Logic cells by family:
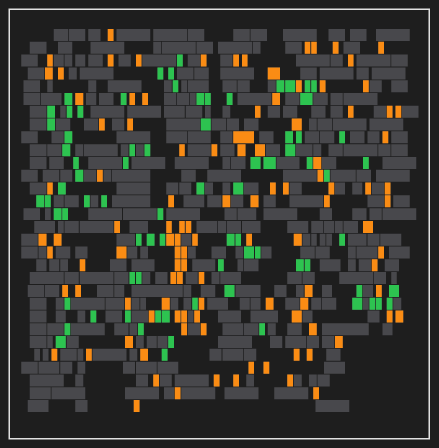
Sequential cells grouped by signal name:
Bar = 20 um. Other sequential cells in the stronger gray, the rest of the logic in the fainter gray.
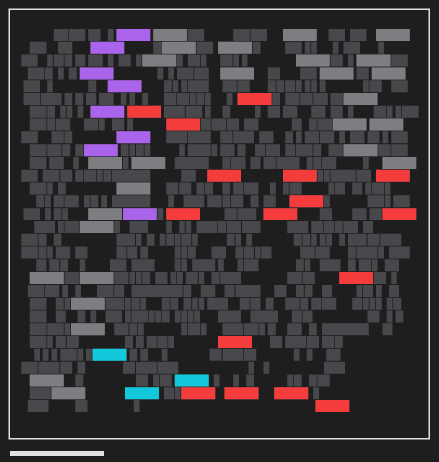
Routing congestion:
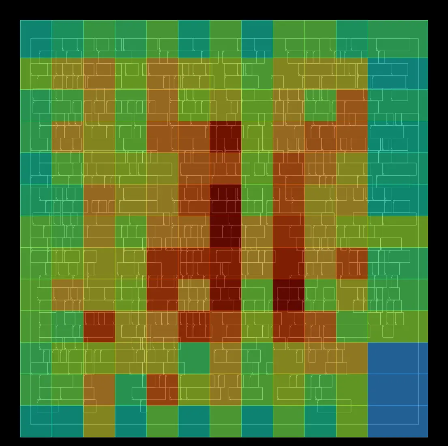
===== src/rtl/seq_multiplier_hs.sv =====
// Shift-add sequential multiplier, one multiplier bit per clock, with valid/ready
// handshakes on operand input and product output and per-operation signed mode.
module seq_multiplier_hs #(
    parameter int WIDTH = 8
) (
    input  logic                 clk,
    input  logic                 reset,
    input  logic                 in_valid,
    output logic                 in_ready,
    input  logic                 signed_mode,
    input  logic [WIDTH-1:0]     factor1,
    input  logic [WIDTH-1:0]     factor2,
    output logic                 out_valid,
    input  logic                 out_ready,
    output logic [2*WIDTH-1:0]   product,
    output logic                 busy,
    output logic [1:0]           dbg_state
);

    // Handshake: a transfer happens on a rising edge where valid && ready are both
    // high; ready never depends combinationally on valid, and an offered product
    // holds stable until taken.
    localparam logic [1:0] IDLE = 2'd0;
    localparam logic [1:0] CALC = 2'd1;
    localparam logic [1:0] DONE = 2'd2;

    localparam int CW = (WIDTH > 1) ? $clog2(WIDTH) : 1;
    localparam logic [CW-1:0] LAST = CW'(WIDTH - 1);

    logic [1:0]           state;
    logic [WIDTH-1:0]     mcand;
    logic [WIDTH-1:0]     mplier;
    logic                 neg;
    logic [CW-1:0]        cnt;
    logic [2*WIDTH-1:0]   acc;
    logic [2*WIDTH-1:0]   addend;
    logic [2*WIDTH-1:0]   acc_next;
    logic                 sign1;
    logic                 sign2;
    logic [WIDTH-1:0]     mag1;
    logic [WIDTH-1:0]     mag2;

    // Magnitudes are taken as unsigned, so the most negative operand maps cleanly.
    always_comb begin
        sign1    = signed_mode & factor1[WIDTH-1];
        sign2    = signed_mode & factor2[WIDTH-1];
        mag1     = sign1 ? (~factor1 + 1'b1) : factor1;
        mag2     = sign2 ? (~factor2 + 1'b1) : factor2;
        addend   = mplier[cnt] ? ({{WIDTH{1'b0}}, mcand} << cnt) : '0;
        acc_next = acc + addend;
    end

    always_ff @(posedge clk) begin
        if (reset) begin
            state   <= IDLE;
            mcand   <= '0;
            mplier  <= '0;
            neg     <= 1'b0;
            cnt     <= '0;
            acc     <= '0;
            product <= '0;
        end else begin
            case (state)
                IDLE: begin
                    if (in_valid) begin
                        mcand  <= mag1;
                        mplier <= mag2;
                        neg    <= sign1 ^ sign2;
                        cnt    <= '0;
                        acc    <= '0;
                        state  <= CALC;
                    end
                end
                CALC: begin
                    acc <= acc_next;
                    if (cnt == LAST) begin
                        product <= neg ? (~acc_next + 1'b1) : acc_next;
                        state   <= DONE;
                    end else begin
                        cnt <= cnt + CW'(1);
                    end
                end
                DONE: begin
                    if (out_ready) begin
                        state <= IDLE;
                    end
                end
                default: state <= IDLE;
            endcase
        end
    end

    assign in_ready  = (state == IDLE);
    assign out_valid = (state == DONE);
    assign busy      = (state == CALC) || (state == DONE);
    assign dbg_state = state;

endmodule


===== config.mk =====
export PLATFORM = sky130hd
export DESIGN_NAME = seq_multiplier_hs
export DESIGN_NICKNAME = d
export VERILOG_FILES = /design/src/rtl/seq_multiplier_hs.sv
export SDC_FILE = /design/constraint.sdc
export NUM_CORES = 1
export LEC_CHECK = 0
export CORE_AREA = 2 2 87 89
export DETAILED_ROUTE_END_ITERATION = 6
export DIE_AREA = 0 0 89 91
export PLACE_DENSITY = 0.78
export SLEW_MARGIN = 20
export SYNTH_ARGS = -nofsm -noshare
export SYNTH_HDL_FRONTEND = slang
export SYNTH_SLANG_ARGS = --single-unit
export TNS_END_PERCENT = 5

===== constraint.sdc =====
create_clock -name clk -period 5.25 [get_ports clk]
set_input_delay 0.525 -clock clk [delete_from_list [all_inputs] [get_ports clk]]
set_output_delay 0.525 -clock clk [all_outputs]
set_load 0.02 [all_outputs]

==> summary.txt <==
impl run done, here's what came out: outcome=completed, Root Buffer=clkbuf_8, Post-CTS Setup Bufs=0, largest class=combinational gates, sequential share of cell area=0.245, worst reg2reg startpoint=cnt[0], simple logic cell fraction of the synthesized area=0.250, Global Route met2 Usage=0.427, average size of a mapped cell=between 7 and 8 um^2, top cell type by instance count after synthesis=nor2_1, Die H=91 um, core region area=roughly 7100 um^2, clock tree from TritonCTS=yes, Inst Count DP=617, gr ovfl total=0, Non-Clock Inverter Count=19, Seq group=about 0.44 mW, length of routed met3 wiring=382 um, required time at the endpoint of the critical path=5470 ps, # clk buffers=6, Setup crit end=product[14], Combinational Gates=401, chip area=approximately 8000 um^2, mux share of post-synthesis cell area=0.0361, setup slack of the worst register-to-register path=about 920 ps, slowest cell delay on critical path=530 ps, final count of hold timing violations=0, Starting DRT DRC Count=just over 200, cell types occupying the most area after synthesis=dfxtp_1 28%, nor2_1 7.9%, ha_1 7.5%, total clock network power=0.306 mW, portion of total power attributed to the clock network=0.317, proportion of power drawn by flip-flops and latches=0.456, setup tns final=0 ps, length of the first detailed-routing pass in iterations=5, biggest power consumer among the groups=registers, Post-Synthesis Cells=502
-- 'logic cells by family' (at the start) --
legend:
  NAND gates:
    color: green
    cells: 77
    most_used: nand2_1
  NOR gates:
    color: orange
    cells: 108
    most_used: nor2_1
    where: spread over the die

-- 'sequential cells grouped by signal name' (at the start) --
legend:
  cnt:
    color: cyan
    sequential_cells: 3
  acc:
    color: red
    sequential_cells: 16
  mplier:
    color: purple
    sequential_cells: 8
    where: upper left
not colored: 27

-- 'routing congestion' (at the start) --
Avg WL per Cell: 15.0 um
met3 track utilization from global routing: 0.0400

Power is estimated from default activity; no workload was simulated.
